**Run 1: gate families picked out**

Bar = 20 µm.
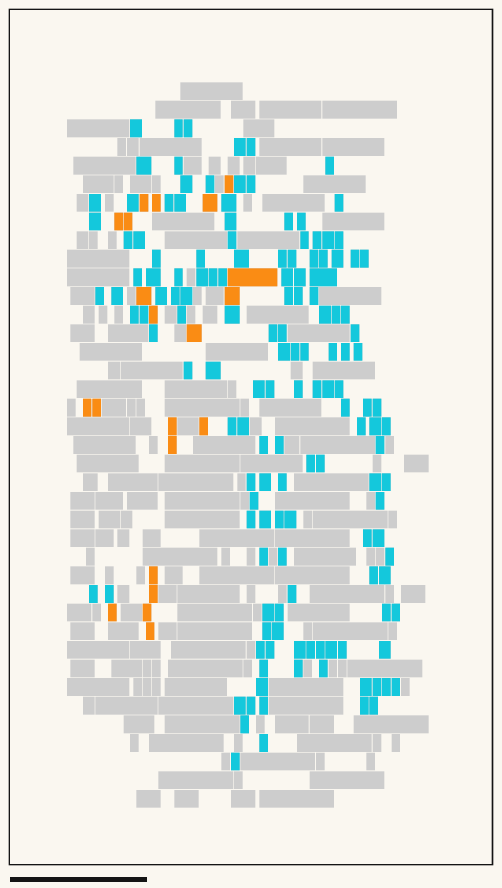
**Run 1: clock wires, drivers and flops**

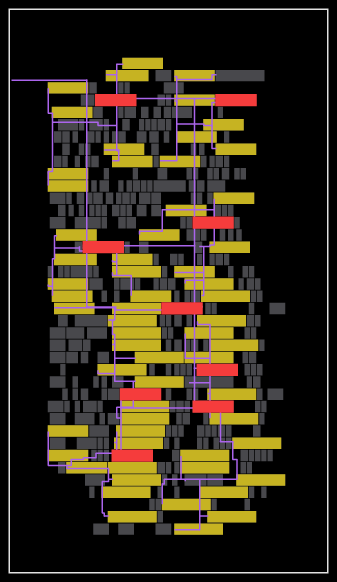
**Run 1: routing congestion**

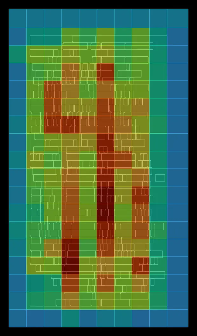
$ cat src/rtl/uart_transmitter.sv
// UART transmitter: byte FIFO feeding an 8N1 (or 8E1/8O1) serializer.
// Bit timing is driven by a 16x tick; all state lives in the sys_clk domain.
module uart_transmitter #(
    parameter int SAMPLE_TIMES = 16,
    parameter int FIFO_DEPTH   = 4,
    parameter int PARITY_EN    = 0,
    parameter int PARITY_ODD   = 0
) (
    input  logic       sys_clk,
    input  logic       rst,
    input  logic       tx_clk_en,
    input  logic [7:0] tx_data,
    input  logic       tx_wr,
    output logic       tx_full,
    output logic       tx_empty,
    output logic       tx_busy,
    output logic       tx_overflow,
    input  logic       tx_overflow_clear,
    output logic       tx
);

    localparam int AW = (FIFO_DEPTH > 1) ? $clog2(FIFO_DEPTH) : 1;
    localparam int CW = AW + 1;
    localparam int TW = (SAMPLE_TIMES > 1) ? $clog2(SAMPLE_TIMES) : 1;

    localparam logic [CW-1:0] FULL_CNT  = CW'(FIFO_DEPTH);
    localparam logic [TW-1:0] LAST_TICK = TW'(SAMPLE_TIMES - 1);
    localparam logic          HAS_PAR   = (PARITY_EN != 0);
    localparam logic          ODD_BIT   = (PARITY_ODD != 0);

    localparam logic [2:0] S_IDLE   = 3'd0;
    localparam logic [2:0] S_START  = 3'd1;
    localparam logic [2:0] S_DATA   = 3'd2;
    localparam logic [2:0] S_PARITY = 3'd3;
    localparam logic [2:0] S_STOP   = 3'd4;

    logic [7:0]    r_mem [FIFO_DEPTH];
    logic [AW-1:0] r_wr_ptr;
    logic [AW-1:0] r_rd_ptr;
    logic [CW-1:0] r_count;
    logic [CW-1:0] w_count_nxt;
    logic          w_push;
    logic          w_pop;
    logic [7:0]    w_head;

    logic [2:0]    r_state;
    logic [TW-1:0] r_tick;
    logic [2:0]    r_bit;
    logic [7:0]    r_shift;
    logic          r_parity;
    logic          w_last;

    assign w_push  = tx_wr & ~tx_full;
    assign w_head  = r_mem[r_rd_ptr];
    assign w_last  = tx_clk_en && (r_tick == LAST_TICK);
    assign tx_busy = (r_state != S_IDLE);

    // Pops happen only on a tick: from IDLE, or back-to-back at the end of STOP
    always_comb begin
        w_pop = 1'b0;
        if (tx_clk_en && !tx_empty) begin
            if (r_state == S_IDLE)
                w_pop = 1'b1;
            else if (r_state == S_STOP && r_tick == LAST_TICK)
                w_pop = 1'b1;
        end
    end

    always_comb begin
        w_count_nxt = r_count;
        unique case ({w_push, w_pop})
            2'b10:   w_count_nxt = r_count + CW'(1);
            2'b01:   w_count_nxt = r_count - CW'(1);
            default: w_count_nxt = r_count;
        endcase
    end

    always_ff @(posedge sys_clk) begin
        if (w_push)
            r_mem[r_wr_ptr] <= tx_data;
    end

    always_ff @(posedge sys_clk or posedge rst) begin
        if (rst) begin
            r_wr_ptr    <= '0;
            r_rd_ptr    <= '0;
            r_count     <= '0;
            tx_full     <= 1'b0;
            tx_empty    <= 1'b1;
            tx_overflow <= 1'b0;
        end else begin
            if (w_push)
                r_wr_ptr <= r_wr_ptr + AW'(1);
            if (w_pop)
                r_rd_ptr <= r_rd_ptr + AW'(1);
            r_count  <= w_count_nxt;
            tx_full  <= (w_count_nxt == FULL_CNT);
            tx_empty <= (w_count_nxt == '0);
            // A dropped write beats a same-cycle clear
            if (tx_wr && tx_full)
                tx_overflow <= 1'b1;
            else if (tx_overflow_clear)
                tx_overflow <= 1'b0;
        end
    end

    always_ff @(posedge sys_clk or posedge rst) begin
        if (rst) begin
            r_state  <= S_IDLE;
            r_tick   <= '0;
            r_bit    <= '0;
            r_shift  <= '0;
            r_parity <= 1'b0;
            tx       <= 1'b1;
        end else begin
            case (r_state)
                S_IDLE: begin
                    if (w_pop) begin
                        r_shift  <= w_head;
                        r_parity <= (^w_head) ^ ODD_BIT;
                        r_tick   <= '0;
                        tx       <= 1'b0;
                        r_state  <= S_START;
                    end
                end
                S_START: begin
                    if (w_last) begin
                        r_tick  <= '0;
                        r_bit   <= '0;
                        tx      <= r_shift[0];
                        r_shift <= r_shift >> 1;
                        r_state <= S_DATA;
                    end else if (tx_clk_en) begin
                        r_tick <= r_tick + TW'(1);
                    end
                end
                S_DATA: begin
                    if (w_last) begin
                        r_tick <= '0;
                        if (r_bit == 3'd7) begin
                            if (HAS_PAR) begin
                                tx      <= r_parity;
                                r_state <= S_PARITY;
                            end else begin
                                tx      <= 1'b1;
                                r_state <= S_STOP;
                            end
                        end else begin
                            r_bit   <= r_bit + 3'd1;
                            tx      <= r_shift[0];
                            r_shift <= r_shift >> 1;
                        end
                    end else if (tx_clk_en) begin
                        r_tick <= r_tick + TW'(1);
                    end
                end
                S_PARITY: begin
                    if (w_last) begin
                        r_tick  <= '0;
                        tx      <= 1'b1;
                        r_state <= S_STOP;
                    end else if (tx_clk_en) begin
                        r_tick <= r_tick + TW'(1);
                    end
                end
                S_STOP: begin
                    if (w_last) begin
                        r_tick <= '0;
                        if (w_pop) begin
                            r_shift  <= w_head;
                            r_parity <= (^w_head) ^ ODD_BIT;
                            tx       <= 1'b0;
                            r_state  <= S_START;
                        end else begin
                            r_state <= S_IDLE;
                        end
                    end else if (tx_clk_en) begin
                        r_tick <= r_tick + TW'(1);
                    end
                end
                default: begin
                    r_tick  <= '0;
                    tx      <= 1'b1;
                    r_state <= S_IDLE;
                end
            endcase
        end
    end

endmodule

$ cat config.mk
export PLATFORM = sky130hd
export DESIGN_NAME = uart_transmitter
export DESIGN_NICKNAME = d
export VERILOG_FILES = /design/src/rtl/uart_transmitter.sv
export SDC_FILE = /design/constraint.sdc
export NUM_CORES = 1
export LEC_CHECK = 0
export ABC_AREA = 1
export CAP_MARGIN = 20
export CORE_ASPECT_RATIO = 2
export CORE_MARGIN = 8
export CORE_UTILIZATION = 50
export DETAILED_ROUTE_END_ITERATION = 6
export PLACE_DENSITY = 0.72
export SLEW_MARGIN = 0
export SYNTH_ARGS = -nofsm -noshare
export SYNTH_HDL_FRONTEND = slang
export SYNTH_SLANG_ARGS = --single-unit
$ cat constraint.sdc
create_clock -name sys_clk -period 3 [get_ports sys_clk]
set_input_delay 0.45 -clock sys_clk [delete_from_list [all_inputs] [get_ports sys_clk]]
set_output_delay 0.45 -clock sys_clk [all_outputs]
set_load 0.02 [all_outputs]
==> Flow_metrics.wiki, run 1 <==
== Implementation results ==
{| class="wikitable"
! Metric !! Value
|-
| Clock root buffer || sky130_fd_sc_hd__clkbuf_16
|-
| Dpl ws || 257 ps
|-
| CTS resizes || 0
|-
| Mapped Cells || 327
|-
| Highest ir drop seen on vdd || 0.733 mV
|-
| TritonCTS clock tree || built
|-
| Cell Area, Placed || 0.00321 mm²
|-
| Final Hold Violation Tally || 0
|-
| Synthesized-area fraction occupied by ao, oa, aoi and oai cells || 3.64%
|-
| Maximum clock rate || 405 MHz
|-
| Xor/xnor share || 1.48%
|-
| Worst Min Path Start || tx
|-
| Comb area || 0.00101 mm²
|-
| Number of top-level design ports || 18
|-
| Cell class contributing the biggest share of worst-path delay || adder cells
|-
| Commonest cells in the synthesized netlist || 100 x sky130_fd_sc_hd__nand2_1, 54 x sky130_fd_sc_hd__inv_1, 38 x sky130_fd_sc_hd__nand3_1
|-
| Leakage power figure || 1.75 nW
|-
| H-tree levels || 3
|-
| DRC violation count after routing || 0
|-
| Cells in synth_stat.txt || 327
|-
| Routed via count divided by cell count || 5.05
|-
| Post-DRT Antenna Nets || 0
|-
| Result of the run || complete, no violations
|-
| Dominant cell type by area after synthesis || sky130_fd_sc_hd__edfxtp_1
|-
| Synthesis area per yosys || 0.00296 mm²
|-
| Count of buffering cells on the critical path with inverters included || 1
|-
| Slowest cell on the critical path || sky130_fd_sc_hd__fa_1
|-
| First element of the critical path || r_tick[0]
|-
| Longest individual stage delay on the worst path || 440 ps
|-
| Power share of the sequential group || 35.2%
|-
| Most instantiated logic cells after routing || 100 x sky130_fd_sc_hd__nand2_1, 54 x sky130_fd_sc_hd__inv_1, 38 x sky130_fd_sc_hd__nand3_1
|-
| CTS Hold Buffers Added || 0
|-
| R2R setup slack || 530 ps
|-
| Worst slew pin tran || 590 ps
|-
| Core outline area || 0.00571 mm²
|-
| Wire length of the first global-routing pass || 9550 µm
|-
| Cell-internal power || 0.00235 W
|-
| Clock buffers created by TritonCTS || 9
|-
| Worst path cell trace || ha_1 > nand3_1 > nand2_1 > nand2_1 > inv_1 > ha_1 > fa_1 > mux2_2 > or2_2 > nor2_1
|-
| Number of nets in the layout || 377
|-
| Multiplexer area fraction after synthesis || 0.381%
|-
| Post-synthesis async set-or-reset flop share || 47.5%
|-
| Area Growth Syn to Fin || 19.4%
|-
| RSZ-0062 raised after global routing || no
|-
| Distinct lib cells || 29
|-
| Vias in the first global route || 2208
|-
| Final instance area || 0.00353 mm²
|-
| Initial DRC count || 110
|-
| Sequential power || 0.00131 W
|-
| Required time of the worst setup path || 3250 ps
|-
| Top non-seq family || simple AND/OR/NAND/NOR gates
|-
| Switching part of the total || 36.7%
|-
| FP Util || 51.8%
|-
| Number of inserted diodes || 0
|-
| Kind of critical path || reg -> reg
|-
| Sequential element share of the synthesized area || 57.2%
|-
| Half-perimeter wire length after detailed placement || 3940 µm
|-
| Max-Cap Viols || 0
|-
| Startpoint of the worst-slack reg-to-reg timing path || r_tick[0]
|-
| Ys flops || 61
|-
| Synth top cell by count || sky130_fd_sc_hd__nand2_1
|-
| PD cells || 1050 mW/mm²
|-
| Post-route core utilization || 61.8%
|-
| Class of the worst hold path || reg -> reg
|-
| Antenna violations before repair || 0
|-
| Number of search-and-repair iterations in the first detailed-routing pass || 4
|-
| Final setup TNS || 0 ps
|-
| Biggest power consumer among the groups || combinational cells
|-
| Mean post-synth cell area || 9.04 µm²
|-
| Adders+Majority by Area || 4.06%
|-
| Logic depth of the worst register-to-register path || 10
|-
| Number of synthesized flops with an enable pin || 32
|-
| Count of warning messages emitted by the tools || 29
|-
| Number of buffers inserted by post-CTS setup repair || 0
|-
| Gr ovfl total || 0
|-
| Maximum number of pins on one net before global-route repair || 30
|-
| Synthesized Nets || 349
|-
| Layout cells sized above 1 || 11.9%
|-
| Ys Warns || 0
|-
| Die boundary height || 125 µm
|-
| Number of clock sinks || 61
|-
| Aggregate global-route resource usage || 13.5%
|-
| R2R Path End || tx_full
|-
| Critical Path Start Type || register
|-
| Final critical delay including setup and external delays || 2470 ps
|-
| Area of the mapped netlist || 0.00296 mm²
|-
| Maximum fanout along the worst path || 5
|-
| Die width || 70.4 µm
|-
| Number of placement rows || 39
|-
| Kind of end point of the critical path || register
|-
| Post-placement cell count || 405
|-
| Power dissipated in combinational cells || 0.00134 W
|-
| Average routed wire per standard cell || 12.9 µm
|-
| Final Hold Slack || 463 ps
|-
| Max-slew headroom at the worst pin || 60.7%
|-
| Final period util || 82.3%
|-
| Sequential Area || 0.00169 mm²
|-
| Smallest setup slack after layout || 530 ps
|-
| Post-synth area hogs || sky130_fd_sc_hd__edfxtp_1 33%, sky130_fd_sc_hd__dfrtp_1 23%, sky130_fd_sc_hd__nand2_1 13%, sky130_fd_sc_hd__inv_1 6.9%, sky130_fd_sc_hd__nand3_1 6.4%
|-
| Fill cell total of the finished layout || 474
|-
| Switching power of the nets || 0.00136 W
|-
| Worst endpoint data arrival time || 2720 ps
|-
| Worst-path clk slew || 50 ps
|-
| Total Routed Length || 5440 µm
|-
| Worst Setup EP || tx_full
|-
| Final slew viol count || 0
|-
| Portion of total power attributed to combinational logic || 36.0%
|-
| Vias || 2125
|-
| Top_reg_cell synth || sky130_fd_sc_hd__edfxtp_1
|-
| Cell count along the critical path || 10
|-
| Capture endpoint of the worst hold path || tx
|-
| Simple-Gate Fraction of Synth Area || 24.6%
|-
| I/O Buffers || 17
|-
| Top-area cell share || 32.5%
|-
| Count of endpoints failing setup in the final report || 0
|-
| Area of the die || 0.00878 mm²
|-
| Clk buf depth || 2
|-
| WHS Path Cells || 2
|-
| Weighted congestion reported at the end of routability-driven placement || 0.900
|-
| Final Total Pwr || 0.00371 W
|}
Back to the opening pictures, 'gate families picked out':
- NAND gates: cyan (cells 145)
- NOR gates: orange (cells 21)
leading cell type in the layout, fill and taps excluded: sky130_fd_sc_hd__nand2_1
Comb/total area: 28.6%
non-filler cells in the finished layout: 421

Back to the opening pictures, 'clock wires, drivers and flops':
- flip-flops: yellow (count 61)
- clock drivers: red (count 9)
- clock wires: purple (length 716 µm)
- routed clock nets: 10
clock latency of the later-clocked register in the worst-skew pair: 320 ps
part of the total power dissipated in the clock network: 28.8%
largest clock skew in the final design: 3.80 ps
Clock net power: 0.00107 W

Back to the opening pictures, 'routing congestion':
met2 Track Usage GR: 24.1%
met3 Usage GRT: 3.83%

==> run 1: state kept, by name, summed over array words and instances (netlist names) <==
register	cells
r_state	3
r_count	3
r_tick	4
tx_full	1
r_mem	32
r_bit	3
r_rd_ptr	2
r_shift	8
tx	1
r_wr_ptr	2
tx_empty	1
tx_overflow	1
==> run 1: final cells by class <==
cell class / instances / share of cell area [%]
Inverter: 61 / 6.56
Clock buffer: 11 / 6.88
Multi-Input combinational cell: 200 / 28.6
Clock inverter: 5 / 2.09
Timing Repair Buffer: 22 / 5.88
Tap cell: 61 / 2.16
Sequential cell: 61 / 47.9
==> run 1: per-layer routing <==
metal / global-route usage [%] / share of wire (%)
met1: 13.4 / 38
met2: 24.1 / 54
met3: 3.83 / 4.3
met4: 7.50 / 2.8
met5: 0 / 0
==> run 1 -> run 2 <==
clock period = 2.59 ns   (was 3 ns; I/O delays follow)
==> Flow_metrics.wiki, run 2 <==
== Implementation results ==
{| class="wikitable"
! Metric !! Value
|-
| Result of the run || complete, no violations
|-
| CTS Hold Buffers Added || 0
|-
| Synthesized-area fraction occupied by ao, oa, aoi and oai cells || 3.64%
|-
| Count of buffering cells on the critical path with inverters included || 1
|-
| Highest signal layer in the routed design || met4
|-
| Clk cell area share || 8.64%
|-
| H-tree levels || 3
|-
| R2R Path End || tx_empty
|-
| Mean post-synth cell area || 9.04 µm²
|-
| Count of endpoints failing setup in the final report || 0
|-
| Switching part of the total || 37.1%
|-
| Kind of critical path || reg -> reg
|-
| Synthesized Nets || 349
|-
| TritonCTS clock tree || built
|-
| Top non-seq family || simple AND/OR/NAND/NOR gates
|-
| Kind of end point of the critical path || register
|-
| Clock buffers created by TritonCTS || 9
|-
| Leading cell type in the layout, fill and taps excluded || sky130_fd_sc_hd__nand2_1
|-
| Weighted congestion reported at the end of routability-driven placement || 0.839
|-
| Number of top-level design ports || 18
|-
| Switching power of the nets || 0.00160 W
|-
| Critical Path Start Type || register
|-
| Longest individual stage delay on the worst path || 440 ps
|-
| Number of inserted diodes || 0
|-
| Xor/xnor share || 1.48%
|-
| Number of nets in the layout || 381
|-
| Portion of total power attributed to combinational logic || 37.4%
|-
| Area of the mapped netlist || 0.00296 mm²
|-
| Startpoint of the worst-slack reg-to-reg timing path || r_tick[0]
|-
| Clock net power || 0.00122 W
|-
| Non-clock buffer contribution to total cell area || 6.70%
|-
| Sequential power || 0.00148 W
|-
| Slowest cell on the critical path || sky130_fd_sc_hd__fa_1
|-
| Biggest power consumer among the groups || combinational cells
|-
| Power dissipated in combinational cells || 0.00161 W
|-
| Area of the die || 0.00878 mm²
|-
| Dominant cell type by area after synthesis || sky130_fd_sc_hd__edfxtp_1
|-
| FP Util || 51.8%
|-
| Inverters, non-clock || 61
|-
| Sequential Area || 0.00169 mm²
|-
| Fill cell total of the finished layout || 492
|-
| Clock latency of the later-clocked register in the worst-skew pair || 320 ps
|-
| Final setup TNS || 0 ps
|-
| Met1 wire length || 2220 µm
|-
| Top Registers || r_mem: 32 flops, r_shift: 8 flops, r_tick: 4 flops
|-
| Total length of routed met3 wires || 209 µm
|-
| Required time of the worst setup path || 2850 ps
|-
| Ys Warns || 0
|-
| Post-synthesis async set-or-reset flop share || 47.5%
|-
| Initial DRC count || 175
|-
| Simple-Gate Fraction of Synth Area || 24.6%
|-
| Max-Cap Viols || 0
|-
| First element of the critical path || r_tick[0]
|-
| Area Growth Syn to Fin || 20.1%
|-
| Largest clock skew in the final design || 4.30 ps
|-
| Maximum fanout along the worst path || 3
|-
| Half-perimeter wire length after detailed placement || 4000 µm
|-
| Number of search-and-repair iterations in the first detailed-routing pass || 4
|-
| DRC violation count after routing || 0
|-
| Comb/total area || 28.4%
|-
| Cell-internal power || 0.00272 W
|-
| Routed via count divided by cell count || 5.05
|-
| Total Routed Length || 5660 µm
|-
| Die boundary height || 125 µm
|-
| Top-area cell share || 32.5%
|-
| Antenna violations before repair || 0
|-
| Final critical delay including setup and external delays || 2370 ps
|-
| Clk buf depth || 2
|-
| Leakage power figure || 1.76 nW
|-
| R2R setup slack || 220 ps
|-
| Post-synth area hogs || sky130_fd_sc_hd__edfxtp_1 33%, sky130_fd_sc_hd__dfrtp_1 23%, sky130_fd_sc_hd__nand2_1 13%, sky130_fd_sc_hd__inv_1 6.9%, sky130_fd_sc_hd__nand3_1 6.4%
|-
| Biggest register || r_mem
|-
| Synth top cell by count || sky130_fd_sc_hd__nand2_1
|-
| Comb gates || 200
|-
| Repair and plain buffers || 26
|-
| Ys flops || 61
|-
| Number of synthesized flops with an enable pin || 32
|-
| Top_reg_cell synth || sky130_fd_sc_hd__edfxtp_1
|-
| Post-DRT Antenna Nets || 0
|-
| Final Hold Violation Tally || 0
|-
| Worst Setup EP || tx_empty
|-
| Wire length of the first global-routing pass || 9860 µm
|-
| Synthesis area per yosys || 0.00296 mm²
|-
| Cell class contributing the biggest share of worst-path delay || adder cells
|-
| Flop share of the area || 47.6%
|}
## run 2: cell count changes in the layout (fill, tap and decap cells not counted)
cell                       delta
sky130_fd_sc_hd__buf_4        +4
sky130_fd_sc_hd__clkbuf_8     -1
sky130_fd_sc_hd__clkinv_1     +1
## run 2: through the flow
step	worst slack (ps)	hold WS (ps)	instances	instance area [µm²]	power (W)
after global routing	49.6	489	425	3550	0.00466
after CTS	205	464	425	3550	0.00437
after global placement	69.9	455	409	3240	0.00308
after floorplan	319	442	327	2960	0.00267
final	223	455	425	3550	0.00432
after detailed placement	4.72	459	409	3240	0.00312
## run 2: metal layers
layer,vias up,global-route usage (%)
li1,1089,-
met1,1015,14.7
met2,29,24.2
met3,15,3.75
met4,0,6.79
met5,-,0
## run 2: tightest hold or removal path: cells and delay by family
kind                   cells  cell delay, ps
buffers and inverters      3             800
**Run 2: routing congestion**

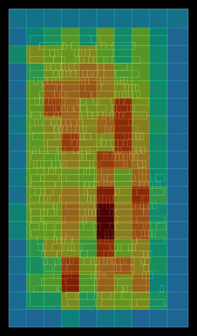
aggregate global-route resource usage: 13.9%
post-route core utilization: 62.2%
average routed wire per standard cell: 13.3 µm
met2 Track Usage GR: 24.2%

**Run 2: clock wires, drivers and flops**

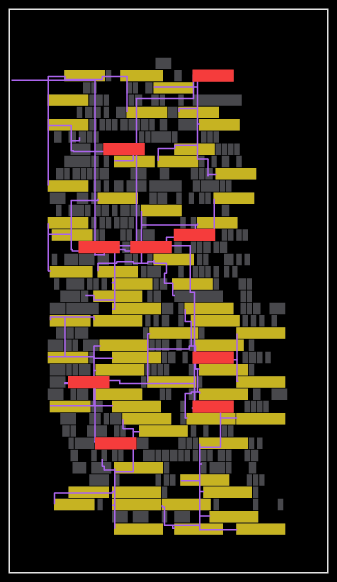
- flip-flops: yellow (count 61)
- clock drivers: red (count 9)
- clock wires: purple (length 781 µm)
- routed clock nets: 10

Power figures rest on the tool's default switching activity, not on a simulated workload.
